==> config.mk <==
export PLATFORM = sky130hd
export DESIGN_NAME = conv_result_collector_flat
export DESIGN_NICKNAME = d
export VERILOG_FILES = /design/src/rtl/conv_result_collector_pkg.sv /design/src/rtl/conv_result_collector_if.sv /design/src/rtl/conv_result_collector_result_buf.sv /design/src/rtl/conv_result_collector.sv /design/src/flat_wrapper.sv
export SDC_FILE = /design/constraint.sdc
export NUM_CORES = 1
export LEC_CHECK = 0
export CAP_MARGIN = 20
export CORE_ASPECT_RATIO = 1.1
export CORE_MARGIN = 8
export CORE_UTILIZATION = 57
export DETAILED_ROUTE_END_ITERATION = 12
export PLACE_DENSITY = 0.84
export SLEW_MARGIN = 20
export SYNTH_ARGS = -nofsm -noshare
export SYNTH_HDL_FRONTEND = slang
export SYNTH_SLANG_ARGS = --single-unit
==> constraint.sdc <==
create_clock -name clk -period 4.62 [get_ports clk]
set_clock_uncertainty 0.1 [all_clocks]
set_input_delay 0.462 -clock clk [delete_from_list [all_inputs] [get_ports clk]]
set_output_delay 0.462 -clock clk [all_outputs]
set_load 0.03 [all_outputs]
Fig. 1: run 1, nets reached from selected ports
Scale: 3 px per um.
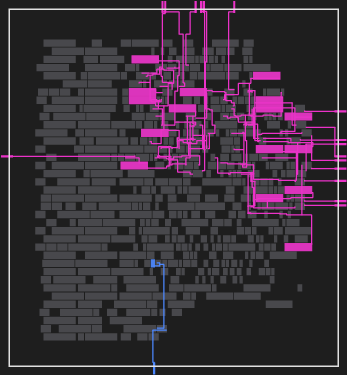
- wr_count_o: magenta (bits 16; direction output; edge 9 east, 6 north, 1 west; end cells 16; buffers 16; wire 1,240 um)
- m_m_valid_o: blue (bits 1; direction output; edge south; end cells 1; buffers 1; wire 45.4 um)
number of port buffers: 58
I/O pins: 59

Fig. 2: run 1, clock wiring as the flow saved it
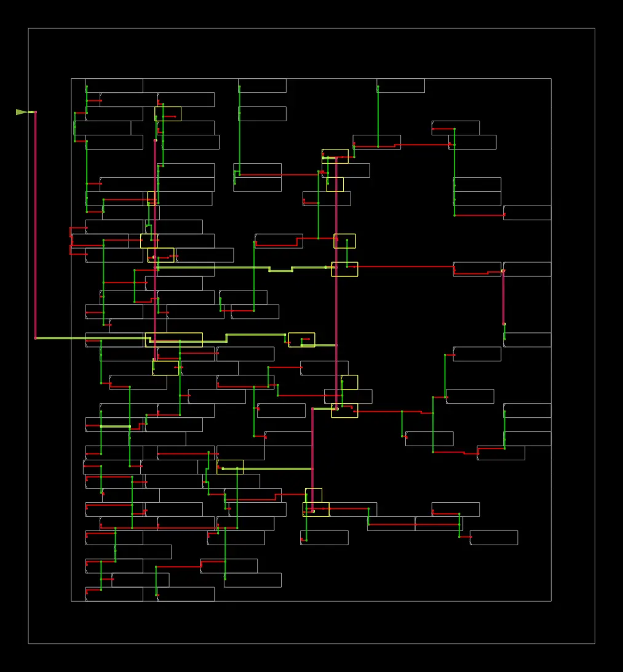
CTS Sinks: 100
Clock group: 588 uW
Clk Latency, worst-skew pair: 0.38 ns
CTS buffer count: 9
Seq Cell Count: 100

Fig. 3: run 1, layout detail
Region (72, 79) to (92, 99) um. Cells in grey, sequential cells in the stronger grey; small squares are vias.
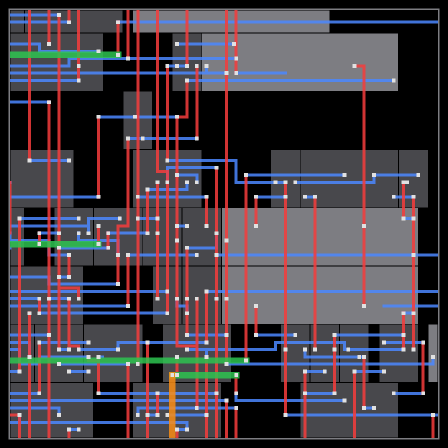
- met4: orange
- met3: green
- met1: blue
- met2: red
- sequential cells in the window: 3
- cells with their middle in the window: 27

Fig. 4: run 1, signal wires on met2
Scale: 3 px per um. Cells faint in the background.
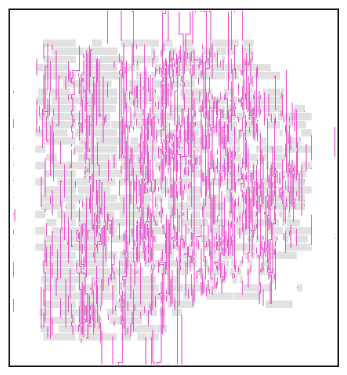
- longest straight run: 44.0 um
- share of all routed wire: 50%
- nets with wire on the layer: 490
routed vias: 3,953
total wire length: 12,600 um

==> run notes, run 1 <==
run metrics: worst path cell trace or4_4, nor4_4, a41oi_1, nor2_1, nand4bb_4, or3_2, nor2_1, clkdlybuf4s50_1, ANT nets after route 0, clk root buf clkbuf_8, Worst Path Buf+Inv 1, first-pass GRT wire length 20,300 um, RSZ-0062 raised after global routing false, Crit path depth 8, Core ar. 0.00931 mm2, Synth Seq Share 51.9%, Crit. End Element primary output, Post-synth area hogs edfxtp_1, dfrtp_1, mux4_2, Final #Nets 557, non-clock buffer count 66, Die Y 118 um, maximum buffer depth of the clock tree 2, FF+latch count, synth 100, Fin. Hold Viols 0, initial antenna violation count 0, largest net degree at the start of global routing 40, max reg flops 64, synthesized instance count 457, Crit path arrival time 3.78 ns, Cell Type Count 65, Seq/total area 45.0%, Max FO, Critical Path 8, DR WL met2 6250 um, WP data required 4.06 ns, sequential share of power 42.6%, status completed, CTS clk-pin slew, worst paths 0.11 ns
[run 1: through the flow]
stage / area, um2 / hold slack (ns) / util, % / std cells / worst slack, ns
after floorplan: 5440 / 0.0664 / - / 457 / 0.969
after global placement: 6050 / 0.379 / 65.1 / 615 / 0.623
after detailed placement: 6050 / 0.395 / 65.1 / 615 / 0.465
after CTS: 6260 / 0.109 / 67.3 / 631 / 0.0383
after global routing: 6280 / 0.148 / 67.5 / 633 / 0.0980
final: 6280 / 0.0819 / 67.5 / 633 / 0.283
[run 1: per-layer routing]
layer	global-route usage (%)	vias to the layer above
li1	-	1809
met1	24.2	1969
met2	32.7	140
met3	4.24	35
met4	10.5	0
met5	0	-
Fig. 5: run 1, routed metal, one colour a layer
Scale: 4 px per um. Two of the layers only.
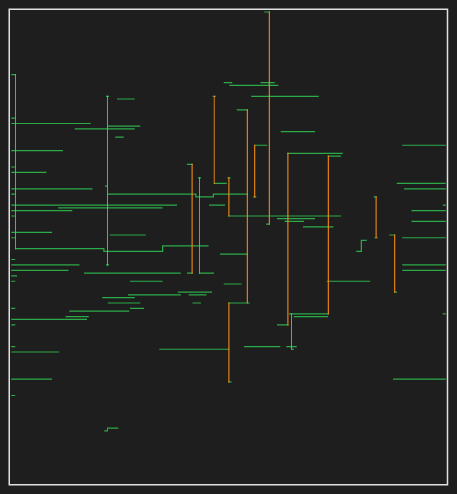

## Run 2: what changed since run 1
--- a/config.mk
+++ b/config.mk
@@ -8,9 +8,9 @@
 export CAP_MARGIN = 20
 export CORE_ASPECT_RATIO = 1.1
 export CORE_MARGIN = 8
-export CORE_UTILIZATION = 57
+export CORE_UTILIZATION = 45
 export DETAILED_ROUTE_END_ITERATION = 12
-export PLACE_DENSITY = 0.84
+export PLACE_DENSITY_LB_ADDON = 0.1
 export SLEW_MARGIN = 20
 export SYNTH_ARGS = -nofsm -noshare
 export SYNTH_HDL_FRONTEND = slang
Fig. 6: run 2, routed metal, one colour a layer
Scale: 4 px per um. Two of the layers only.
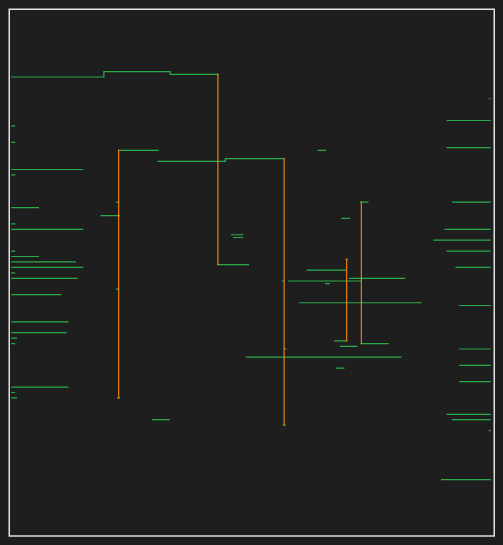
- met4: orange (wire length 232 um)
- met3: green (wire length 550 um)
wire length per cell: 18.7 um
routed vias: 3,786
GRT Overall Usage: 16.5%

Fig. 7: run 2, signal wires on met2
Scale: 3 px per um. Cells faint in the background.
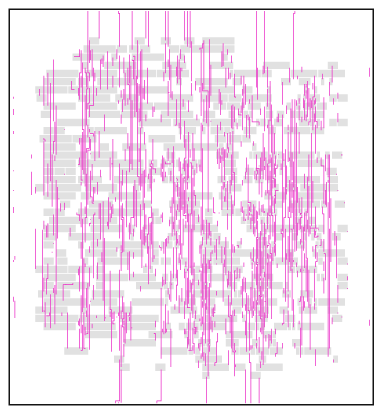
- wire length on this layer: 5,990 um
- main direction: vertical
- share of all routed wire: 48%
- longest straight run: 51.3 um
met2 Use GR: 26.5%
total wire length: 12,500 um

Fig. 8: run 2, layout detail
Region (81, 88) to (101, 108) um. Cells in grey, sequential cells in the stronger grey; small squares are vias.
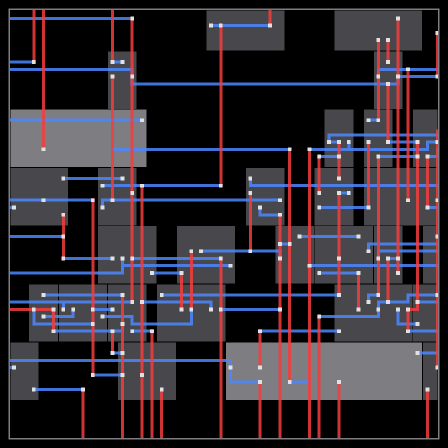
- met2: red
- met1: blue
- sequential cells in the window: 2
- most frequent: nor2_1 (5), a21oi_1 (3), nor3_1 (3)
- cells with their middle in the window: 25

==> run 2 against run 1 <==
  * Final cell count up 5.5%
  * Worst hold slack better by 0.038 ns
  * Setup slack better by 0.25 ns
  * Via count down 4.2%
  * Synthesized area did not move
  * Global-route usage is 3.6 points lower
  * Routed wire length shrank 0.87%
  * Synthesized cell count unchanged
  * Largest power group unchanged
  * Highest routed layer unchanged
==> run notes, run 2 <==
run metrics: clk root buf clkbuf_16 (was clkbuf_8), Seq Cell Count 100 (unchanged), initial antenna violation count 0 (unchanged), GRT met1 Usage 21.4% (was 24.2%), sequential share of power 40.1% (was 42.6%), Clk Latency, worst-skew pair 0.35 ns (was 0.38 ns), Crit path depth 10 (was 8), WP data required 4.06 ns (about the same), Die Y 131 um (was 118 um), Clock group 762 uW (was 588 uW), Crit path arrival time 3.53 ns (was 3.78 ns), status completed (unchanged), I/O pins 59 (unchanged), synthesized instance count 457 (unchanged), CTS buffer count 9 (unchanged), Core ar. 0.0119 mm2 (was 0.00931 mm2), RSZ-0062 raised after global routing false (unchanged), CTS Sinks 100 (unchanged), GR Util met3 2.96% (was 4.24%), non-clock buffer count 64 (was 66), Synth Seq Share 51.9% (unchanged)
run 2: metal layers:
metal / vias up / share of wire [%]
li1: 1808 / -
met3: 14 / 4.4
met2: 83 / 48
met1: 1881 / 46
met5: - / 0
met4: 0 / 1.8
run 2: per-stage QoR:
| step | utilization (%) | power (mW) | std cells | setup slack (ns) | area, um2 |
|---|---|---|---|---|---|
| finish | 53.7 | 2.68 | 668 | 0.528 | 6400 |
| global route | 53.7 | 2.82 | 668 | 0.246 | 6400 |
| CTS | 53.6 | 2.71 | 668 | 0.130 | 6400 |
| detailed placement | 51.1 | 1.94 | 652 | 0.533 | 6100 |
| global placement | 51.1 | 1.93 | 652 | 0.628 | 6100 |
| floorplan | - | 1.68 | 457 | 0.969 | 5440 |
Power is estimated from default activity; no workload was simulated.
